## config.mk

```make
export PLATFORM = sky130hd
export DESIGN_NAME = bin_to_therm_dec_dwa
export DESIGN_NICKNAME = d
export VERILOG_FILES = /design/src/rtl/bin_to_therm_pkg.sv /design/src/rtl/dwa_chan.sv /design/src/rtl/bin_to_therm_dec_dwa.sv
export SDC_FILE = /design/constraint.sdc
export NUM_CORES = 1
export LEC_CHECK = 0
export CAP_MARGIN = 20
export CORE_ASPECT_RATIO = 1.2
export CORE_MARGIN = 4
export CORE_UTILIZATION = 45
export CTS_CLUSTER_DIAMETER = 100
export DETAILED_ROUTE_END_ITERATION = 10
export GPL_ROUTABILITY_DRIVEN = 0
export PLACE_DENSITY = 0.75
export SYNTH_ARGS = -nofsm -noshare
export SYNTH_HDL_FRONTEND = slang
export SYNTH_HIERARCHICAL = 1
export SYNTH_SLANG_ARGS = --single-unit
```

## constraint.sdc

```tcl
create_clock -name clk -period 3.1 [get_ports clk]
set_clock_uncertainty 0.15 [all_clocks]
set_input_delay 0.62 -clock clk [delete_from_list [all_inputs] [get_ports clk]]
set_output_delay 0.62 -clock clk [all_outputs]
set_load 0.05 [all_outputs]
```

## src/rtl/bin_to_therm_pkg.sv

```systemverilog
// Shared sizing helpers and mode encoding for the binary-to-thermometer DWA decoder.
//   therm_len(n) : number of unit elements driven by an n-bit code (2**n-1)
//   ptr_width(n) : bits needed to hold a rotation pointer 0..therm_len(n)-1 (min 1)
//   therm_mode_e : per-beat decode mode
package bin_to_therm_pkg;

    function automatic int unsigned therm_len(input int unsigned n);
        return (32'd1 << n) - 32'd1;
    endfunction

    function automatic int unsigned ptr_width(input int unsigned n);
        int unsigned l;
        int unsigned w;
        l = therm_len(n);
        w = 1;
        while ((32'd1 << w) < l) w++;
        return w;
    endfunction

    typedef enum logic {
        MODE_THERM = 1'b0,
        MODE_DWA   = 1'b1
    } therm_mode_e;

endpackage

```

## src/rtl/dwa_chan.sv

```systemverilog
// One decoder channel: combinational rotated-mask decode plus the rotation pointer register.
//   clk, rst_n   : clock, async active-low reset
//   i_k          : binary code 0..L
//   i_accept     : beat accepted this cycle (pointer may advance)
//   i_mode_dwa   : 1 = rotate from pointer, 0 = pack from LSB
//   i_enable     : 0 = all-zero decode, pointer frozen
//   i_ptr_clr    : pointer to 0; a coincident beat decodes with pointer 0
//   o_therm_c    : combinational decode for the current beat
//   o_ptr        : registered pointer
module dwa_chan
    import bin_to_therm_pkg::*;
#(
    parameter int unsigned N = 3
) (
    input  logic                       clk,
    input  logic                       rst_n,
    input  logic [N-1:0]               i_k,
    input  logic                       i_accept,
    input  logic                       i_mode_dwa,
    input  logic                       i_enable,
    input  logic                       i_ptr_clr,
    output logic [therm_len(N)-1:0]    o_therm_c,
    output logic [ptr_width(N)-1:0]    o_ptr
);

    localparam int unsigned L  = therm_len(N);
    localparam int unsigned PW = ptr_width(N);
    localparam int unsigned SW = PW + 1;

    logic [PW-1:0] r_ptr;
    logic [PW-1:0] w_p;
    logic [PW-1:0] w_p_adv;
    logic [SW-1:0] w_sum;
    logic          w_dwa;

    // A clear coincident with a beat makes that beat decode from element 0.
    assign w_p     = i_ptr_clr ? '0 : r_ptr;
    assign w_dwa   = (therm_mode_e'(i_mode_dwa) == MODE_DWA);
    assign w_sum   = SW'(w_p) + SW'(i_k);
    assign w_p_adv = (w_sum >= SW'(L)) ? PW'(w_sum - SW'(L)) : PW'(w_sum);

    // Bit i is on when its distance above the pointer (mod L) is below k.
    for (genvar gi = 0; gi < int'(L); gi++) begin : g_bit
        logic [SW-1:0] w_idx;
        logic [SW-1:0] w_dist;
        logic [SW-1:0] w_pos;
        assign w_idx  = SW'(gi);
        assign w_dist = (w_idx >= SW'(w_p)) ? (w_idx - SW'(w_p))
                                            : (w_idx + SW'(L) - SW'(w_p));
        assign w_pos  = w_dwa ? w_dist : w_idx;
        assign o_therm_c[gi] = i_enable && (w_pos < SW'(i_k));
    end

    // Pointer advances only on accepted enabled DWA beats; a clear wins otherwise.
    always_ff @(posedge clk or negedge rst_n) begin
        if (!rst_n) begin
            r_ptr <= '0;
        end else if (i_accept && i_enable && w_dwa) begin
            r_ptr <= w_p_adv;
        end else if (i_ptr_clr) begin
            r_ptr <= '0;
        end
    end

    assign o_ptr = r_ptr;

endmodule

```

## src/rtl/bin_to_therm_dec_dwa.sv

```systemverilog
// Multi-channel registered binary-to-thermometer decoder with optional DWA rotation.
//   clk, rst_n           : clock, async active-low reset
//   in_valid / in_ready  : input handshake (in_ready combinational, no skid)
//   bin_in               : NCH packed N-bit codes
//   mode_dwa, enable     : shared per-beat controls
//   ptr_clr              : clear all rotation pointers
//   out_valid / out_ready: output handshake
//   therm_out            : NCH packed L-bit thermometer codes (registered)
//   ptr_out              : NCH packed rotation pointers (registered)
module bin_to_therm_dec_dwa
    import bin_to_therm_pkg::*;
#(
    parameter int unsigned N   = 3,
    parameter int unsigned NCH = 2
) (
    input  logic                           clk,
    input  logic                           rst_n,
    input  logic                           in_valid,
    output logic                           in_ready,
    input  logic [NCH*N-1:0]               bin_in,
    input  logic                           mode_dwa,
    input  logic                           enable,
    input  logic                           ptr_clr,
    output logic                           out_valid,
    input  logic                           out_ready,
    output logic [NCH*therm_len(N)-1:0]    therm_out,
    output logic [NCH*ptr_width(N)-1:0]    ptr_out
);

    localparam int unsigned L  = therm_len(N);
    localparam int unsigned PW = ptr_width(N);

    logic               r_out_valid;
    logic [NCH*L-1:0]   r_therm;
    logic [NCH*L-1:0]   w_therm;
    logic               w_accept;

    assign in_ready = !r_out_valid || out_ready;
    assign w_accept = in_valid && in_ready;

    for (genvar gc = 0; gc < int'(NCH); gc++) begin : g_chan
        dwa_chan #(
            .N (N)
        ) u_chan (
            .clk        (clk),
            .rst_n      (rst_n),
            .i_k        (bin_in[gc*N +: N]),
            .i_accept   (w_accept),
            .i_mode_dwa (mode_dwa),
            .i_enable   (enable),
            .i_ptr_clr  (ptr_clr),
            .o_therm_c  (w_therm[gc*L +: L]),
            .o_ptr      (ptr_out[gc*PW +: PW])
        );
    end

    // Single output stage: load on accept, drop valid once consumed, hold while stalled.
    always_ff @(posedge clk or negedge rst_n) begin
        if (!rst_n) begin
            r_out_valid <= 1'b0;
            r_therm     <= '0;
        end else if (w_accept) begin
            r_out_valid <= 1'b1;
            r_therm     <= w_therm;
        end else if (out_ready) begin
            r_out_valid <= 1'b0;
        end
    end

    assign out_valid = r_out_valid;
    assign therm_out = r_therm;

endmodule

```

==> results.json, run 1 <==
{
  "fp_util_pct": 47.31,
  "flops": 21,
  "cpMaxStageDelayCell": "a221oi_1",
  "h-tree-depth": 1,
  "clock_buffers": 3,
  "drtIter0Drc": 122,
  "comb_area_um2": 2207,
  "totalPowerFinal_mw": 1.107,
  "inv_count": 21,
  "drt-vias-per-instance": 5.673,
  "clockPowerShare_pct": 17.7,
  "clock_latency_ps": 270,
  "drv_slew": 0,
  "core_area_um2": 6128,
  "crit_arrival_ps": 2860,
  "drive_gt1_share_pct": 24.82,
  "drt.antenna.violating_nets": 0,
  "fp-row-count": 31,
  "r2r_start": "g_chan[1].u_chan/o_ptr[1]",
  "seq_area_frac_synth_pct": 18.13,
  "power_frac_seq_pct": 30.4,
  "drtPass1Iterations": 4,
  "p_int_uw": 653.1,
  "place_inst": 501,
  "cp-start-kind": "primary input",
  "fmax_mhz": 357.6,
  "topCellsByArea": "ha_1 (21%), dfrtp_1 (18%), mux2_4 (4.7%)",
  "fillers": 548,
  "syn_inst": 335,
  "fin_cells": 505,
  "area_delta_synth_final_pct": 30.95,
  "tritoncts": "built",
  "holdBufCountCts": 0,
  "hold_viol": 0,
  "synth_area_leader_cell": "ha_1",
  "dpl_cell_area_um2": 3737,
  "largest_cell_class": "logic gates",
  "worstRegToRegCells": 12,
  "clk_pin_slew_worst_paths_ps": 90,
  "cts_resized": 1,
  "seq_area_um2": 528.0,
  "cts.path.max_buffers": 2,
  "grt_start_max_net_pins": 22,
  "worst_setup_path_end_kind": "flop",
  "vias": 2865,
  "status": "complete, no violations",
  "period_used_pct": 90.20,
  "grt_usage_pct": 21.03,
  "top_cell_area_share_pct": 20.72,
  "seq_area_share_pct": 13.91,
  "rrSetupSlack_ps": 330,
  "pg_seq_uw": 337,
  "cap_violations": 0,
  "rsz0062_at_grt": "false",
  "min_path_cells": 1,
  "routed_wl_um": 7804,
  "synth_warnings": 6,
  "cp.buffers_inverters": 3,
  "edf_count": 0,
  "setup_tns_ps": 0,
  "ys_cells": 335
}
-- run 1: synth_stat cells (3+ instances only) --
cell / n
o21ai_0: 22
xnor2_1: 10
o21a_1: 8
o211ai_1: 4
nor3_1: 8
clkbuf_1: 10
ha_1: 48
dfrtp_1: 21
and3b_1: 6
buf_6: 3
mux2_2: 5
a221oi_1: 4
nand2b_1: 11
o311ai_0: 6
a211oi_1: 5
mux2_4: 9
nand3_1: 8
and2_1: 4
a21oi_1: 16
inv_1: 20
nor2b_1: 6
xor2_1: 4
a21o_1: 8
o31ai_1: 6
a31oi_1: 4
nor2_1: 22
nand2_1: 16
-- run 1: layer usage --
metal / vias up / global-route usage (%) / wire length (µm)
met5: - / 0 / 0
met4: 0 / 8.169 / 120
met3: 10 / 1.779 / 237
met2: 54 / 38.99 / 4065
met1: 1386 / 24.57 / 3380
li1: 1415 / - / -
-- run 1: logic make-up after synthesis --
kind of cell             share of synthesized area (%)
adder cells (fa/ha/maj)                          20.72
AND/OR/NAND/NOR                                  20.16
AND-OR/OR-AND                                    23.91
flip-flops                                       18.13
multiplexers                                     6.603
XOR/XNOR                                         4.229
buffers and inverters                            6.258
-- run 1: state kept, by name, summed over array words and instances, names as in the netlist --
register,count
therm_out,14
g_chan.u_chan/o_ptr,6
out_valid,1
-- run 1: layout by cell type (no fill, tap or decap), drive strengths merged, types with 8 or more instances in the layout --
| master | count |
|---|---|
| buf | 67 |
| ha | 48 |
| clkdlybuf4s50 | 32 |
| nor2 | 22 |
| o21ai | 22 |
| inv | 21 |
| dfrtp | 21 |
| nand2 | 17 |
| a21oi | 16 |
| mux2 | 14 |
| nand2b | 13 |
| xnor2 | 10 |
| nor3 | 8 |
| nand3 | 8 |
| a21o | 8 |
| o21a | 8 |
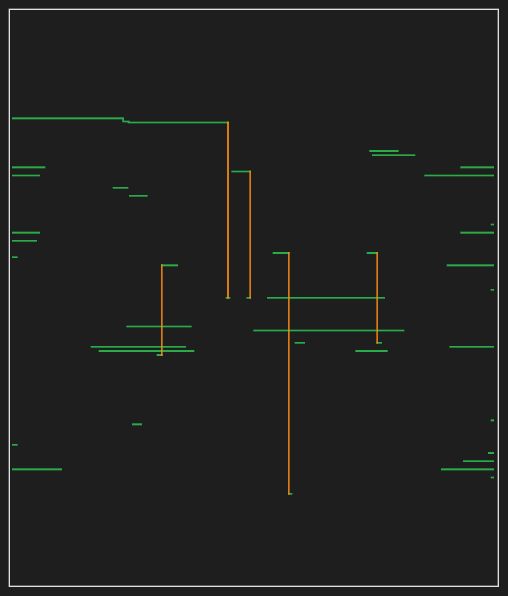
**Above:** run 1 (wiring by layer).
(6 px per µm) Only two layers are drawn.
legend:
  green:
    layer: M3
    wire_length: 238 µm
  orange:
    layer: M4
    wire_length: 120 µm

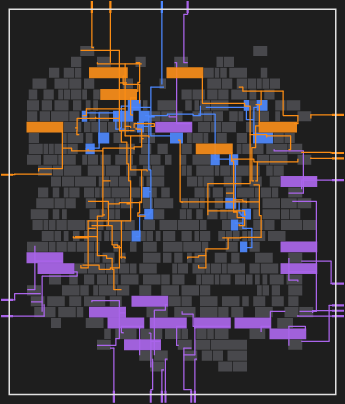
**Above:** run 1 (port wiring).
(4 px per µm)
legend:
  orange:
    port: `ptr_out`
    bits: 6
    direction: output
    end_cells: 6
    wire: 694 µm
  purple:
    port: `therm_out`
    bits: 14
    direction: output
    end_cells: 14
    wire: 408 µm
  blue:
    port: `ptr_clr`
    bits: 1
    direction: input
    end_cells: 20
    wire: 211 µm
Ports: 35
IO Port Bufs: 34

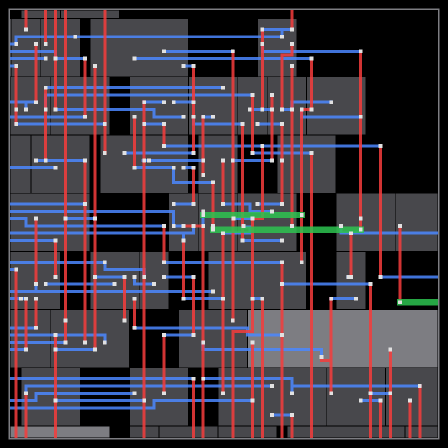
**Above:** run 1 (close-up of the layout).
Window x 51 to 71, y 62 to 82 µm. Cells in gray, sequential cells in the stronger gray; small squares are vias.
legend:
  green:
    layer: M3
  red:
    layer: M2
  blue:
    layer: M1
sequential cells in the window: 1
cells with their middle in the window: 35
most frequent: buf_4 (10), ha_1 (3)
netlist names of flops here include: `g_chan.u_chan/o_ptr` (1)

**Run 1: clock routing**

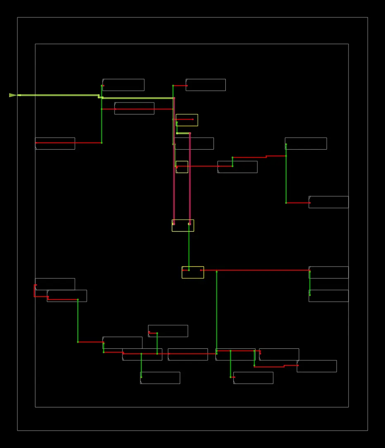

## Run 2: what changed since run 1
--- a/config.mk
+++ b/config.mk
@@ -13,6 +13,7 @@
 export DETAILED_ROUTE_END_ITERATION = 10
 export GPL_ROUTABILITY_DRIVEN = 0
 export PLACE_DENSITY = 0.75
+export SKIP_CTS_REPAIR_TIMING = 1
 export SYNTH_ARGS = -nofsm -noshare
 export SYNTH_HDL_FRONTEND = slang
 export SYNTH_HIERARCHICAL = 1
==> constraint.sdc (replaced) <==
create_clock -name clk -period 2.5 [get_ports clk]
set_clock_uncertainty 0.15 [all_clocks]
set_input_delay 0.5 -clock clk [delete_from_list [all_inputs] [get_ports clk]]
set_output_delay 0.5 -clock clk [all_outputs]
set_load 0.05 [all_outputs]
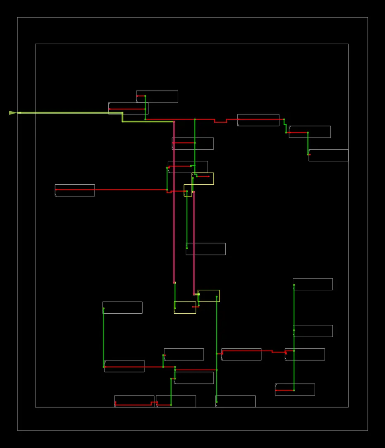
**Above:** run 2 (clock routing).
number of clock buffers in the layout: 3
clk pwr: 241 µW

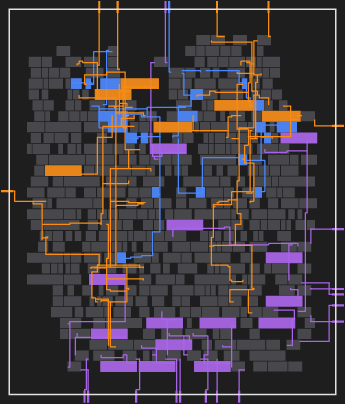
**Above:** run 2 (port wiring).
(4 px per µm)
legend:
  purple:
    port: `therm_out`
    bits: 14
    direction: output
    end_cells: 14
    wire: 443 µm
  blue:
    port: `ptr_clr`
    bits: 1
    direction: input
    end_cells: 20
    wire: 264 µm
  orange:
    port: `ptr_out`
    bits: 6
    direction: output
    end_cells: 6
    wire: 833 µm

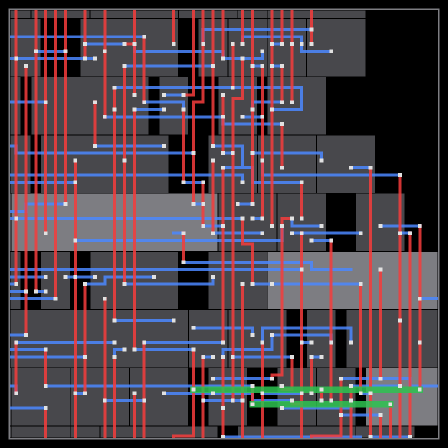
**Above:** run 2 (close-up of the layout).
Window x 51 to 71, y 62 to 82 µm. Cells in gray, sequential cells in the stronger gray; small squares are vias.
legend:
  green:
    layer: M3
  blue:
    layer: M1
  red:
    layer: M2
most frequent: buf_4 (8), a21oi_1 (4), nor2_1 (3)
cells with their middle in the window: 33
netlist names of flops here include: `g_chan.u_chan/o_ptr` (2)
sequential cells in the window: 2

==> run 2 against run 1 <==
  * The run now ends with setup timing left
  * Sequential share of layout area fell by 1.9 points
  * Utilization rose by 10 points
  * First-iteration DRC count rose by 8.2%
  * Clock-buffer cell count did not move
  * Worst hold slack got worse by 6.0 ps
  * Largest cell class unchanged
  * Highest routed layer unchanged
==> results.json, run 2 <==
{
  "status": "finished with violations",
  "failed_checks": "setup timing",
  "cts.path.max_buffers": 2,
  "drive_gt1_share_pct": 39.50,
  "power_frac_seq_pct": 27.9,
  "worst_pin_slew_ps": 531.8,
  "mux_area_share_pct": 6.603,
  "clk_pin_slew_worst_paths_ps": 90,
  "routedWlPerCell_um": 16.91,
  "rsz0062_at_grt": "true",
  "ios": 35,
  "drt-vias-per-instance": 5.676,
  "drv_slew": 0,
  "ys_sh_adder_pct": 20.72,
  "grt_start_max_net_pins": 22,
  "clock_latency_ps": 270,
  "synth.comb.largest_family": "AND-OR/OR-AND gates",
  "drtIter0Drc": 132,
  "wl_met3_um": 257,
  "cpMaxStageDelayCell": "a221o_1",
  "grt_usage_pct": 23.05,
  "setup_ws_ps": -81.44,
  "place_inst": 513,
  "top_cell": "ha_1",
  "met1_length_um": 3535,
  "drtPass1Iterations": 5,
  "period_used_pct": 103.3,
  "fmax_mhz": 387.4,
  "largest_register_ffs": 14,
  "setup_violations": 4,
  "topCellsByArea": "ha_1 (21%), dfrtp_1 (18%), mux2_4 (4.7%)",
  "fp-row-count": 31,
  "lay_top_count": "buf_4",
  "port_buffers": 34,
  "ys_cells": 335,
  "synth_area_per_cell_um2": 8.654,
  "path_common_cell": "buf_6",
  "cp.buffers_inverters": 4,
  "yosys.area_share.simple_pct": 20.16,
  "h-tree-depth": 1,
  "tritoncts": "built",
  "syn_inst": 335,
  "routed-wl-met2_um": 4922,
  "routed_wl_um": 8879,
  "crit_arrival_ps": 2650,
  "synth.cells.most_frequent": "ha_1 (48), nor2_1 (22), o21ai_0 (22)",
  "p_int_uw": 873.2,
  "area_delta_synth_final_pct": 52.01,
  "p_leak_nw": 2.101,
  "fillers": 471,
  "vias": 2980,
  "seq_area_frac_synth_pct": 18.13,
  "clockPowerShare_pct": 16.2,
  "hold_viol": 0,
  "fp_util_pct": 47.31,
  "ys_sh_aoi_pct": 23.91,
  "routed.top_layer": "met4",
  "setup_tns_ps": -139.0,
  "layout_top_cells": "buf_4 (80), ha_1 (28), clkdlybuf4s50_1 (27)",
  "top_cell_area_share_pct": 20.72,
  "edf_count": 0,
  "fin_nets": 505,
  "cp-start-kind": "primary input",
  "ir_drop_mv": 0.2632,
  "antennaDiodeCount": 0,
  "worst_setup_path_end_kind": "flop",
  "synth_area_leader_cell": "ha_1",
  "totalPowerFinal_mw": 1.482,
  "drt.antenna.violating_nets": 0,
  "fin_cells": 525,
  "synth_warnings": 6,
  "core_area_um2": 6128,
  "p_comb_share_pct": 55.8,
  "xor_area_share_pct": 4.230,
  "cap_violations": 0,
  "dpl_cell_area_um2": 4145
}
-- run 2: layout make-up --
| class | instances | area [µm²] | area share (%) |
|---|---|---|---|
| Clock buffer | 3 | 41.29 | 0.9370 |
| Clock inverter | 1 | 5.005 | 0.1136 |
| Inverter | 21 | 93.84 | 2.129 |
| Multi-Input combinational cell | 277 | 2575 | 58.43 |
| Sequential cell | 21 | 530.5 | 12.04 |
| Tap cell | 82 | 102.6 | 2.328 |
| Timing Repair Buffer | 120 | 1059 | 24.02 |
-- run 2: power by group through the flow --
stage                     Sequential, mW  Combinational [mW]  Clock (mW)
after floorplan                    0.568               0.360           0
after global placement             0.418               0.765           0
after detailed placement           0.420               0.783           0
after CTS                          0.414               0.787       0.252
after global routing               0.420               0.887       0.264
final                              0.414               0.827       0.241
-- run 2: per-layer routing --
layer,vias up,GRT usage [%]
met1,1453,25.87
li1,1447,-
met3,13,2.154
met2,67,44.09
met5,-,0
met4,0,8.451
-- run 2: per-stage QoR --
step / setup WS [ps] / utilization, %
2_1_floorplan: -309.2 / -
3_3_place_gp: -693.0 / 67.64
3_5_place_dp: -746.1 / 67.64
4_1_cts: -479.9 / 68.40
5_1_grt: -162.3 / 71.91
6_report: -81.44 / 71.91
-- run 2: final timing paths --
check	slack, ps	cells past startpoint	from	endpoint
worst min-delay path	360	1	therm_out[10]	therm_out[10]
worst max-delay path	-80	12	ptr_clr	therm_out[2]
min in group asynchronous	440	2	rst_n	out_valid
worst min register to register	360	1	therm_out[10]	therm_out[10]
max in group asynchronous	1500	2	rst_n	g_chan[1].u_chan/o_ptr[0]
worst max register to register	-20	9	g_chan[0].u_chan/o_ptr[1]	g_chan[0].u_chan/o_ptr[1]
**Run 2: met2 routing**

(4 px per µm) Cells faint in the background.
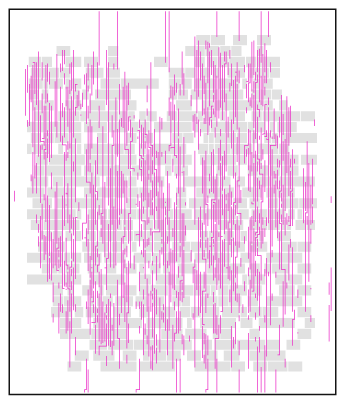

## Run 3: what changed since run 2
--- a/config.mk
+++ b/config.mk
@@ -12,6 +12,7 @@
 export CTS_CLUSTER_DIAMETER = 100
 export DETAILED_ROUTE_END_ITERATION = 10
 export GPL_ROUTABILITY_DRIVEN = 0
+export GPL_TIMING_DRIVEN = 0
 export PLACE_DENSITY = 0.75
 export SKIP_CTS_REPAIR_TIMING = 1
 export SYNTH_ARGS = -nofsm -noshare
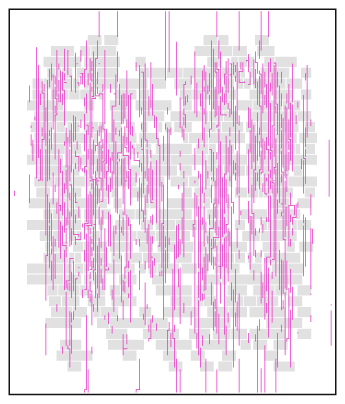
**Above:** run 3 (met2 routing).
(4 px per µm) Cells faint in the background.
wire length on this layer: 4,370 µm
share of all routed wire: 54%
longest straight run: 35.0 µm
nets with wire on the layer: 405
main direction: vertical
Vias: 2,837
met2 track demand over resource: 36.28%
DRT Wirelength: 8021 µm

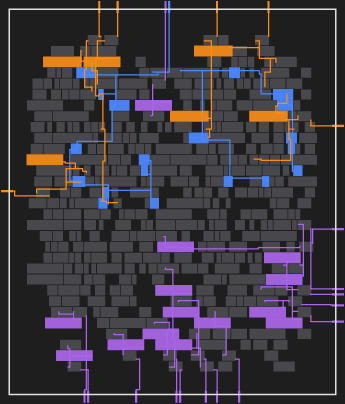
**Above:** run 3 (port wiring).
(4 px per µm)
legend:
  purple:
    port: `therm_out`
    bits: 14
    direction: output
    end_cells: 14
    wire: 381 µm
  blue:
    port: `ptr_clr`
    bits: 1
    direction: input
    end_cells: 20
    wire: 226 µm
  orange:
    port: `ptr_out`
    bits: 6
    direction: output
    end_cells: 6
    wire: 248 µm

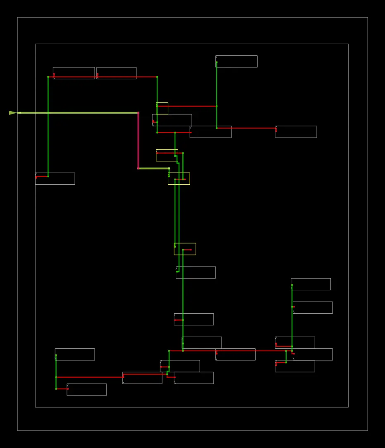
**Above:** run 3 (clock routing).
clk pwr: 247 µW
Num CTS Buffers: 3
registers: 21

==> run 3 against run 2 <==
  * The run still ends with setup timing left
  * Register-to-register slack lost 250 ps
  * Wire length down 9.7%
  * Power about the same
  * Sequential share of layout area increased by 0.31 points
  * Combinational power fell by 0.6%
  * First-iteration DRC count decreased by 6.1%
  * Cell count shrank 7.4%
  * Clock-buffer cell count stayed put
==> results.json, run 3 <==
{
  "fillers": 495,
  "ir_drop_mv": 0.2295,
  "final_util_pct": 70.11,
  "h-tree-depth": 1,
  "worst_setup_path_end_kind": "flop",
  "synth_area_leader_cell": "ha_1",
  "drv_slew": 0,
  "port_buffers": 33,
  "wl_met3_um": 216,
  "clk_pin_slew_worst_paths_ps": 90,
  "synthArstFlopShare_pct": 100.0,
  "drt.antenna.violating_nets": 0,
  "path_class": "reg -> reg",
  "rsz0062_at_grt": "true",
  "cp.buffers_inverters": 2,
  "setup_violations": 20,
  "cp-startpoint": "g_chan[1].u_chan/o_ptr[1]",
  "drtIter0Drc": 124,
  "largest_register_ffs": 14,
  "yosys_register_bits": 21,
  "failed_checks": "setup timing",
  "p_leak_nw": 1.895,
  "fp_util_pct": 47.31,
  "ctsRootBufferMaster": "clkbuf_8",
  "grt_start_max_net_pins": 22,
  "ios": 35,
  "fin_cells": 486,
  "top_cell": "ha_1",
  "whs_ps": 365.7,
  "r2r_start": "g_chan[1].u_chan/o_ptr[1]",
  "grt_usage_pct": 19.16,
  "synth.cells.most_frequent": "ha_1 (48), nor2_1 (22), o21ai_0 (22)",
  "cpMaxStageDelayCell": "dfrtp_2",
  "cp-start-kind": "flop",
  "tritoncts": "built",
  "drt-vias-per-instance": 5.837,
  "period_used_pct": 111.0,
  "ff_type": "dfrtp_1",
  "setup_ws_ps": -274.2,
  "clock_latency_ps": 270,
  "worst_pin_slew_ps": 623.5,
  "lay_top_count": "clkdlybuf4s50_1",
  "totalPowerFinal_mw": 1.482,
  "drtPass1Iterations": 4,
  "status": "finished with violations",
  "core_area_um2": 6128,
  "synth_warnings": 6,
  "dp_slack_ps": -816.3,
  "synth_area_per_cell_um2": 8.654,
  "edf_count": 0,
  "min_from": "therm_out[0]",
  "layout_top_cells": "clkdlybuf4s50_1 (28), ha_1 (27), buf_4 (26)",
  "critPathRequiredTime_ps": 2560,
  "openroad.warnings": 36,
  "cap_violations": 0,
  "hold_viol": 0,
  "fin_nets": 466,
  "syn_inst": 335,
  "topCellsByArea": "ha_1 (21%), dfrtp_1 (18%), mux2_4 (4.7%)",
  "antennaDiodeCount": 0,
  "routed.top_layer": "met4",
  "place_inst": 450,
  "top_cell_area_share_pct": 20.72,
  "met1_length_um": 3337,
  "routedWlPerCell_um": 16.50,
  "dpl_cell_area_um2": 3684,
  "ys_cells": 335,
  "setup_tns_ps": -2904,
  "cts.path.max_buffers": 2,
  "fmax_mhz": 360.5,
  "crit_arrival_ps": 2840,
  "seq_area_frac_synth_pct": 18.13,
  "grt_pass1_vias": 2544,
  "area_delta_synth_final_pct": 48.21,
  "drive_gt1_share_pct": 36.88,
  "final_area_um2": 4297,
  "routed-wl-met2_um": 4369,
  "fp-row-count": 31,
  "path_common_cell": "a21o_1"
}
[run 3: kinds of logic (layout without fill, tap and decap cells)]
logic type      after synthesis  count (layout)  synth area share [%]
flops                        21              21                 18.13
mux                          14              14                 6.603
simple gates                101             101                 20.16
xor+xnor                     14              14                 4.229
buf+inv                      37             106                 6.258
fa+ha+maj                    48              48                 20.72
compound gates              100             100                 23.91
[run 3: final cells by class]
class	count	area, µm²	area share (%)
tap	82	102.6	2.388
clock inverter	1	7.507	0.1747
clock buffer	3	41.29	0.9610
timing repair buffer	67	640.6	14.91
inverter	21	103.9	2.417
multi-input combinational	277	2725	63.42
buffer	14	145.1	3.378
sequential	21	530.5	12.35
[run 3: power by group]
group,internal (mW),leakage (nW),switching [mW]
sequential,0.383,0.264,0.0311
clock,0.113,0.0217,0.134
combinational,0.368,1.61,0.454
total,0.863,1.90,0.619
[run 3: final timing paths]
| path | end | slack [ps] | cells past startpoint |
|---|---|---|---|
| setup / recovery | therm_out[9] | -270 | 10 |
| max in group asynchronous | g_chan[0].u_chan/o_ptr[1] | 1250 | 2 |
| hold reg to reg | therm_out[0] | 370 | 1 |
| min in group asynchronous | therm_out[6] | 440 | 1 |
| setup reg to reg | therm_out[9] | -270 | 10 |
| hold / removal | therm_out[0] | 370 | 1 |
[run 3: layer usage]
metal | vias up | global-route usage [%]
li1 | 1379 | -
met1 | 1396 | 23.01
met2 | 52 | 36.28
met3 | 10 | 1.404
met4 | 0 | 4.648
met5 | - | 0
[run 3: worst reg2reg max path, delay by kind of cell (launching register included)]
kind	cells	cell delay, ps
buffers and inverters	2	290
AND/OR/NAND/NOR	1	160
AND-OR/OR-AND	4	1000
multiplexers	1	190
flip-flops	1	460
adder cells (fa/ha/maj)	2	480
Power figures rest on the tool's default switching activity, not on a simulated workload.
